### src/rtl/scanflop_drv.sv
// Four-phase initiator for the dual-rail scan flop: one command at a time, encoded onto the
// data/select rails, full return-to-zero handshake, decoded response. Optional REQ timeout: SCANFLOP_DRV_TIMEOUT_EN.
module scanflop_drv #(
  parameter int SETUP_CYC   = 2,
  parameter int SYNC_STAGES = 2,
  parameter int TIMEOUT_CYC = 255
) (
  input  logic clk,
  input  logic reset,
  input  logic cmd_valid,
  output logic cmd_ready,
  input  logic cmd_sel,
  input  logic cmd_hold,
  input  logic cmd_d,
  output logic in1_0,
  output logic in1_1,
  output logic in2_0,
  output logic in2_1,
  output logic sel0,
  output logic sel1,
  output logic req,
  input  logic q0,
  input  logic q1,
  input  logic ack,
  output logic rsp_valid,
  output logic rsp_q,
  output logic rsp_err,
  output logic rsp_timeout
);

  typedef enum logic [2:0] {
    ST_IDLE,
    ST_SETUP,
    ST_REQ,
    ST_CAPTURE,
    ST_RELEASE,
    ST_WAIT0
  } state_t;

  localparam logic [3:0] SETUP_LOAD = 4'(SETUP_CYC - 1);
  localparam int TO_RAW = $clog2(TIMEOUT_CYC + 1);
  localparam int TO_W   = (TO_RAW < 8) ? 8 : TO_RAW;

  state_t state_q, state_d;
  logic [3:0] setup_cnt_q, setup_cnt_d;
  logic sel0_q, sel0_d, sel1_q, sel1_d;
  logic in1_0_q, in1_0_d, in1_1_q, in1_1_d;
  logic in2_0_q, in2_0_d, in2_1_q, in2_1_d;
  logic req_q, req_d;
  logic cmd_ready_q, cmd_ready_d;
  logic rsp_valid_q, rsp_valid_d;
  logic rsp_q_q, rsp_q_d;
  logic rsp_err_q, rsp_err_d;
  logic [SYNC_STAGES-1:0] ack_sync_q, ack_sync_d;
  logic [SYNC_STAGES-1:0] q0_sync_q, q0_sync_d;
  logic [SYNC_STAGES-1:0] q1_sync_q, q1_sync_d;
  logic ack_s, q0_s, q1_s;

`ifdef SCANFLOP_DRV_TIMEOUT_EN
  localparam logic [TO_W-1:0] TO_LAST = TO_W'(TIMEOUT_CYC - 1);
  logic [TO_W-1:0] to_cnt_q, to_cnt_d;
  logic rsp_timeout_q, rsp_timeout_d;
`else
  logic [TO_W-1:0] unused_to_limit;
  assign unused_to_limit = TO_W'(TIMEOUT_CYC);
`endif

  always_comb begin
    ack_sync_d = {ack_sync_q[SYNC_STAGES-2:0], ack};
    q0_sync_d  = {q0_sync_q[SYNC_STAGES-2:0], q0};
    q1_sync_d  = {q1_sync_q[SYNC_STAGES-2:0], q1};
  end

  assign ack_s = ack_sync_q[SYNC_STAGES-1];
  assign q0_s  = q0_sync_q[SYNC_STAGES-1];
  assign q1_s  = q1_sync_q[SYNC_STAGES-1];

  // Rails are registered straight from the accepted command so they stay glitch-free for the flop.
  always_comb begin
    state_d     = state_q;
    setup_cnt_d = setup_cnt_q;
    sel0_d      = sel0_q;
    sel1_d      = sel1_q;
    in1_0_d     = in1_0_q;
    in1_1_d     = in1_1_q;
    in2_0_d     = in2_0_q;
    in2_1_d     = in2_1_q;
    req_d       = req_q;
    cmd_ready_d = cmd_ready_q;
    rsp_valid_d = 1'b0;
    rsp_q_d     = rsp_q_q;
    rsp_err_d   = rsp_err_q;
`ifdef SCANFLOP_DRV_TIMEOUT_EN
    to_cnt_d      = to_cnt_q;
    rsp_timeout_d = rsp_timeout_q;
`endif
    case (state_q)
      ST_IDLE: begin
        cmd_ready_d = 1'b1;
        if (cmd_valid && cmd_ready_q) begin
          cmd_ready_d = 1'b0;
          state_d     = ST_SETUP;
          setup_cnt_d = SETUP_LOAD;
          sel0_d      = ~cmd_sel;
          sel1_d      = cmd_sel;
          in1_1_d     = ~cmd_sel & cmd_d & ~cmd_hold;
          in1_0_d     = ~cmd_sel & ~cmd_d & ~cmd_hold;
          in2_1_d     = cmd_sel & cmd_d & ~cmd_hold;
          in2_0_d     = cmd_sel & ~cmd_d & ~cmd_hold;
        end
      end
      ST_SETUP: begin
        if (setup_cnt_q == 4'd0) begin
          state_d = ST_REQ;
          req_d   = 1'b1;
`ifdef SCANFLOP_DRV_TIMEOUT_EN
          to_cnt_d = '0;
`endif
        end else begin
          setup_cnt_d = setup_cnt_q - 4'd1;
        end
      end
      ST_REQ: begin
        if (ack_s) begin
          state_d     = ST_CAPTURE;
          rsp_valid_d = 1'b1;
          rsp_q_d     = q1_s;
          rsp_err_d   = (q0_s == q1_s);
`ifdef SCANFLOP_DRV_TIMEOUT_EN
          rsp_timeout_d = 1'b0;
        end else if (to_cnt_q == TO_LAST) begin
          state_d       = ST_CAPTURE;
          rsp_valid_d   = 1'b1;
          rsp_q_d       = 1'b0;
          rsp_err_d     = 1'b1;
          rsp_timeout_d = 1'b1;
        end else begin
          to_cnt_d = to_cnt_q + 1'b1;
`endif
        end
      end
      ST_CAPTURE: begin
        state_d = ST_RELEASE;
        req_d   = 1'b0;
        sel0_d  = 1'b0;
        sel1_d  = 1'b0;
        in1_0_d = 1'b0;
        in1_1_d = 1'b0;
        in2_0_d = 1'b0;
        in2_1_d = 1'b0;
      end
      ST_RELEASE: begin
        state_d = ST_WAIT0;
      end
      ST_WAIT0: begin
        // The flop must be fully back to null before the next command can start.
        if (!ack_s && !q0_s && !q1_s) begin
          state_d     = ST_IDLE;
          cmd_ready_d = 1'b1;
        end
      end
      default: begin
        state_d     = ST_IDLE;
        req_d       = 1'b0;
        cmd_ready_d = 1'b0;
        sel0_d      = 1'b0;
        sel1_d      = 1'b0;
        in1_0_d     = 1'b0;
        in1_1_d     = 1'b0;
        in2_0_d     = 1'b0;
        in2_1_d     = 1'b0;
      end
    endcase
  end

  always_ff @(posedge clk or posedge reset) begin
    if (reset) begin
      state_q     <= ST_IDLE;
      setup_cnt_q <= 4'd0;
      sel0_q      <= 1'b0;
      sel1_q      <= 1'b0;
      in1_0_q     <= 1'b0;
      in1_1_q     <= 1'b0;
      in2_0_q     <= 1'b0;
      in2_1_q     <= 1'b0;
      req_q       <= 1'b0;
      cmd_ready_q <= 1'b0;
      rsp_valid_q <= 1'b0;
      rsp_q_q     <= 1'b0;
      rsp_err_q   <= 1'b0;
      ack_sync_q  <= '0;
      q0_sync_q   <= '0;
      q1_sync_q   <= '0;
`ifdef SCANFLOP_DRV_TIMEOUT_EN
      to_cnt_q      <= '0;
      rsp_timeout_q <= 1'b0;
`endif
    end else begin
      state_q     <= state_d;
      setup_cnt_q <= setup_cnt_d;
      sel0_q      <= sel0_d;
      sel1_q      <= sel1_d;
      in1_0_q     <= in1_0_d;
      in1_1_q     <= in1_1_d;
      in2_0_q     <= in2_0_d;
      in2_1_q     <= in2_1_d;
      req_q       <= req_d;
      cmd_ready_q <= cmd_ready_d;
      rsp_valid_q <= rsp_valid_d;
      rsp_q_q     <= rsp_q_d;
      rsp_err_q   <= rsp_err_d;
      ack_sync_q  <= ack_sync_d;
      q0_sync_q   <= q0_sync_d;
      q1_sync_q   <= q1_sync_d;
`ifdef SCANFLOP_DRV_TIMEOUT_EN
      to_cnt_q      <= to_cnt_d;
      rsp_timeout_q <= rsp_timeout_d;
`endif
    end
  end

  assign cmd_ready = cmd_ready_q;
  assign sel0      = sel0_q;
  assign sel1      = sel1_q;
  assign in1_0     = in1_0_q;
  assign in1_1     = in1_1_q;
  assign in2_0     = in2_0_q;
  assign in2_1     = in2_1_q;
  assign req       = req_q;
  assign rsp_valid = rsp_valid_q;
  assign rsp_q     = rsp_q_q;
  assign rsp_err   = rsp_err_q;
`ifdef SCANFLOP_DRV_TIMEOUT_EN
  assign rsp_timeout = rsp_timeout_q;
`else
  assign rsp_timeout = 1'b0;
`endif

endmodule
### config.mk
export PLATFORM = sky130hd
export DESIGN_NAME = scanflop_drv
export DESIGN_NICKNAME = d
export VERILOG_FILES = /design/src/rtl/scanflop_drv.sv
export SDC_FILE = /design/constraint.sdc
export NUM_CORES = 1
export LEC_CHECK = 0
export CAP_MARGIN = 10
export CELL_PAD_IN_SITES_DETAIL_PLACEMENT = 0
export CELL_PAD_IN_SITES_GLOBAL_PLACEMENT = 1
export CORE_UTILIZATION = 35
export CTS_CLUSTER_DIAMETER = 100
export CTS_CLUSTER_SIZE = 20
export DETAILED_ROUTE_END_ITERATION = 7
export GPL_ROUTABILITY_DRIVEN = 0
export GPL_TIMING_DRIVEN = 1
export PLACE_DENSITY_LB_ADDON = 0.1
export SETUP_SLACK_MARGIN = 0.4
export SYNTH_ARGS = -nofsm -noshare
export SYNTH_HDL_FRONTEND = slang
export SYNTH_SLANG_ARGS = --single-unit
### constraint.sdc
create_clock -name clk -period 4.1 [get_ports clk]
set_input_delay 0.41 -clock clk [delete_from_list [all_inputs] [get_ports clk]]
set_output_delay 0.41 -clock clk [all_outputs]
set_load 0.01 [all_outputs]
run_1/clock_nets.png
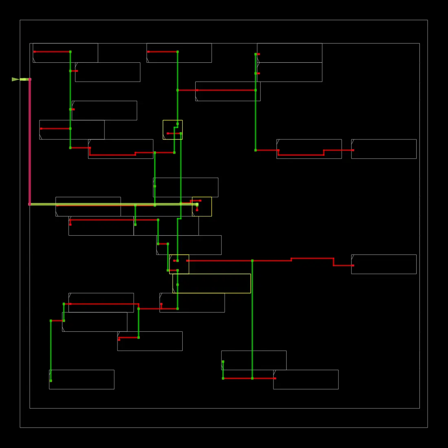
final worst clock skew: 0.00484 ns
TritonCTS Sinks: 24
layout clock buffer count: 3
clock latency at the later pin of the worst-skew pair: 0.31 ns

run_1/port_trees.png
Scale: 6 px per um.
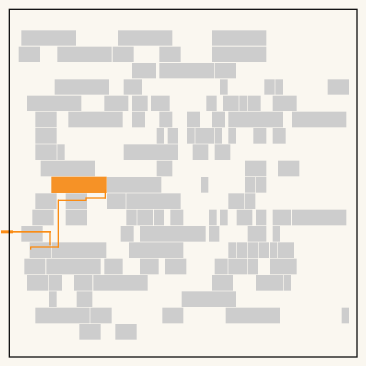
Key: orange = in2_0 [direction output, end cells 1, wire 30.7 um]

run_1/gates.png
Scale: 8 px per um.
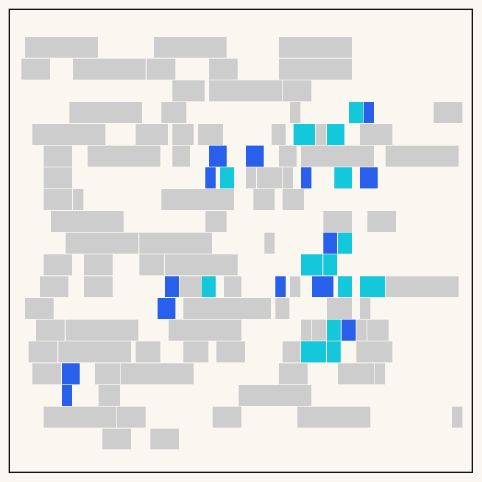
Key: blue = nor cells [cells 14]; cyan = aoi and oai cells [cells 14]

run_1/ff_map.png
Scale: 6 px per um. Other sequential cells in the stronger gray, the rest of the logic in the fainter gray.
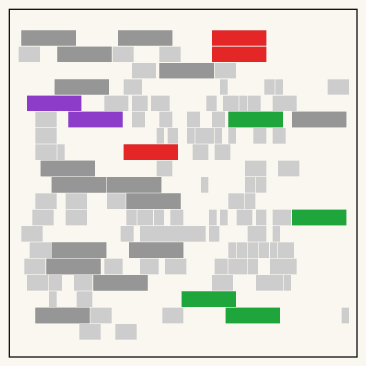
Key: green = setup_cnt_q [placed flops 4]; purple = q1_sync_q [placed flops 2]; red = state_q [placed flops 3]

==> results.py, run 1 <==
# Generated from Yosys and OpenROAD reports
metrics = {
    "power": {
        "internal_power_uw": 645,
        "static-leakage-power_nw": 0.573,
        "powerSeq_uw": 422,
        "comb-power_uw": 415,
        "power_density_nw_per_um2": 757,
    },
    "global_routing": {
        "first_pass_grt_wire_length_mm": 3.58,
    },
    "outcome": {
        "status": "complete, no violations",
    },
    "route": {
        "route.detailed.drc": 0,
        "detail_route.wirelength_mm": 2.03,
        "drt-initial-drc-count": 41,
        "drt-wirelength-per-cell_um": 13.8,
    },
    "cts": {
        "post_cts.repair.setup_buffers": 0,
        "cts.root.buffer_cell": "sky130_fd_sc_hd__clkbuf_4",
    },
    "place": {
        "dp.cells": 143,
        "place_area_um2": 1280,
    },
    "worst_setup_path": {
        "critical_path_s_top_delay_family": "buffers and inverters",
        "worst_path_max_delay_cell": "sky130_fd_sc_hd__clkdlybuf4s50_1",
        "timing.rr.start": "state_q[2]",
        "end_kind": "output pin",
        "crit_start": "cmd_ready",
        "timing.critical_path.buf_inv": 1,
        "critical_path_required_ns": 3.69,
        "r2r_setup_slack_ns": 2.40,
    },
    "yosys": {
        "synthesis.yosys.warnings": 0,
        "enable_flop_cells": 0,
        "post_synth_main_area_contributors": "sky130_fd_sc_hd__dfrtp_1, sky130_fd_sc_hd__a32o_1, sky130_fd_sc_hd__o21ai_0, sky130_fd_sc_hd__nand2_1, sky130_fd_sc_hd__a22o_1",
        "synthesized_netlist_net_count": 111,
        "seq_area_frac_synth_pct": 55.3,
        "synth_async_sr_flop_share_pct": 100,
        "mean_area_per_synthesized_cell_um2": 10.9,
    },
    "layout": {
        "flip_flop_count_of_the_largest_register_all_copies_and_words_added": 4,
        "highest_count_logic_cell_in_the_final_layout": "sky130_fd_sc_hd__dfrtp_1",
        "mostFrequentLayoutCells": "sky130_fd_sc_hd__dfrtp_1, sky130_fd_sc_hd__clkdlybuf4s50_1, sky130_fd_sc_hd__nand2_1, sky130_fd_sc_hd__o21ai_0, sky130_fd_sc_hd__nor2_1",
        "post_route_cells_drive_above_1_share_pct": 6.90,
    },
    "run": {
        "max_cap_violations": 0,
    },
    "final_timing": {
        "setup_viol": 0,
    },
    "hold_path": {
        "worst_hold_startpoint": "q1_sync_q[0]",
        "worstHoldPathType": "flip-flop to flip-flop",
    },
    "die": {
        "initial_core_util_pct": 38.1,
        "die_x_um": 57.7,
    },
}
[run 1: logic make-up (layout without fill, tap and decap cells)]
logic type / after synthesis / count (layout) / synth area share [%]
buf+inv: 11 / 27 / 4.49
compound gates: 26 / 26 / 18.0
xor+xnor: 1 / 1 / 0.807
mux: 3 / 3 / 3.00
simple gates: 32 / 32 / 15.8
flops: 24 / 24 / 55.3
other cells: 1 / 1 / 0.345
fa+ha+maj: 2 / 2 / 2.30
[run 1: layout make-up]
class | count | area, um2
fillers | 281 | 1520
clock buffers | 3 | 22.5
flip-flops and latches | 24 | 601
clock inverters | 1 | 30.0
well taps | 31 | 38.8
repair buffers | 19 | 190
multi-input cells | 65 | 437
inverters | 4 | 15.0
## Run 2: what changed since run 1
clock period = 1.5 ns   (was 4.1 ns; I/O delays follow)
run_2/clock_nets.png
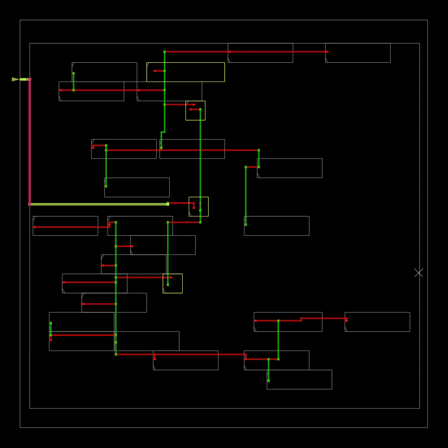
total clock network power: 464 uW
final worst clock skew: 0.00892 ns
count of flip-flops and latches: 24
number of buffers created by CTS: 3

==> results.py, run 2 <==
# Generated from Yosys and OpenROAD reports
metrics = {
    "outcome": {
        "status": "finished, violations left",
        "violations": "DRC",
    },
    "hold_path": {
        "worstHoldPathType": "input port to async pin",
    },
    "global_routing": {
        "first_pass_grt_wire_length_mm": 4.01,
    },
    "route": {
        "route.detailed.drc": 1,
        "detail_route.wirelength_mm": 2.29,
        "drt-wirelength-per-cell_um": 13.1,
        "drt-initial-drc-count": 11,
    },
    "power": {
        "internal_power_mw": 2.15,
        "static-leakage-power_nw": 0.750,
    },
    "worst_setup_path": {
        "timing.rr.start": "setup_cnt_q[1]",
        "crit_start": "setup_cnt_q[1]",
    },
    "place": {
        "place_area_um2": 1390,
    },
    "layout": {
        "filler_cell_count": 256,
        "nNonClkInverters": 4,
        "buffer_share_of_cell_area_pct": 21.9,
        "num-nonclk-buffers": 46,
    },
    "final_timing": {
        "setup_viol": 0,
    },
    "yosys": {
        "adder_share_pct": 2.30,
        "post_synth_xor_area_fraction_pct": 0.806,
    },
    "die": {
        "tap-cell-count": 31,
        "die_x_um": 57.7,
    },
}
run 2: cell counts after synthesis:
No cell type changed its count.
run 2: worst max-delay path: cells and delay by family, from the launching register on:
kind,cells,cell delay (ns)
and+or+nand+nor,1,0.40
adders and majority gates,1,0.12
AOI/OAI and AO/OA,1,0.30
buffers and inverters,1,0.08
DFF,1,0.42
run 2: power groups by stage:
stage / combinational (mW) / sequential (mW) / clock (mW)
floorplan: 0.860 / 1.08 / 0
global placement: 1.48 / 1.05 / 0
detailed placement: 1.48 / 1.06 / 0
CTS: 1.77 / 1.03 / 0.482
global route: 2.04 / 1.09 / 0.514
finish: 1.87 / 1.05 / 0.464
Power is estimated from default activity; no workload was simulated.
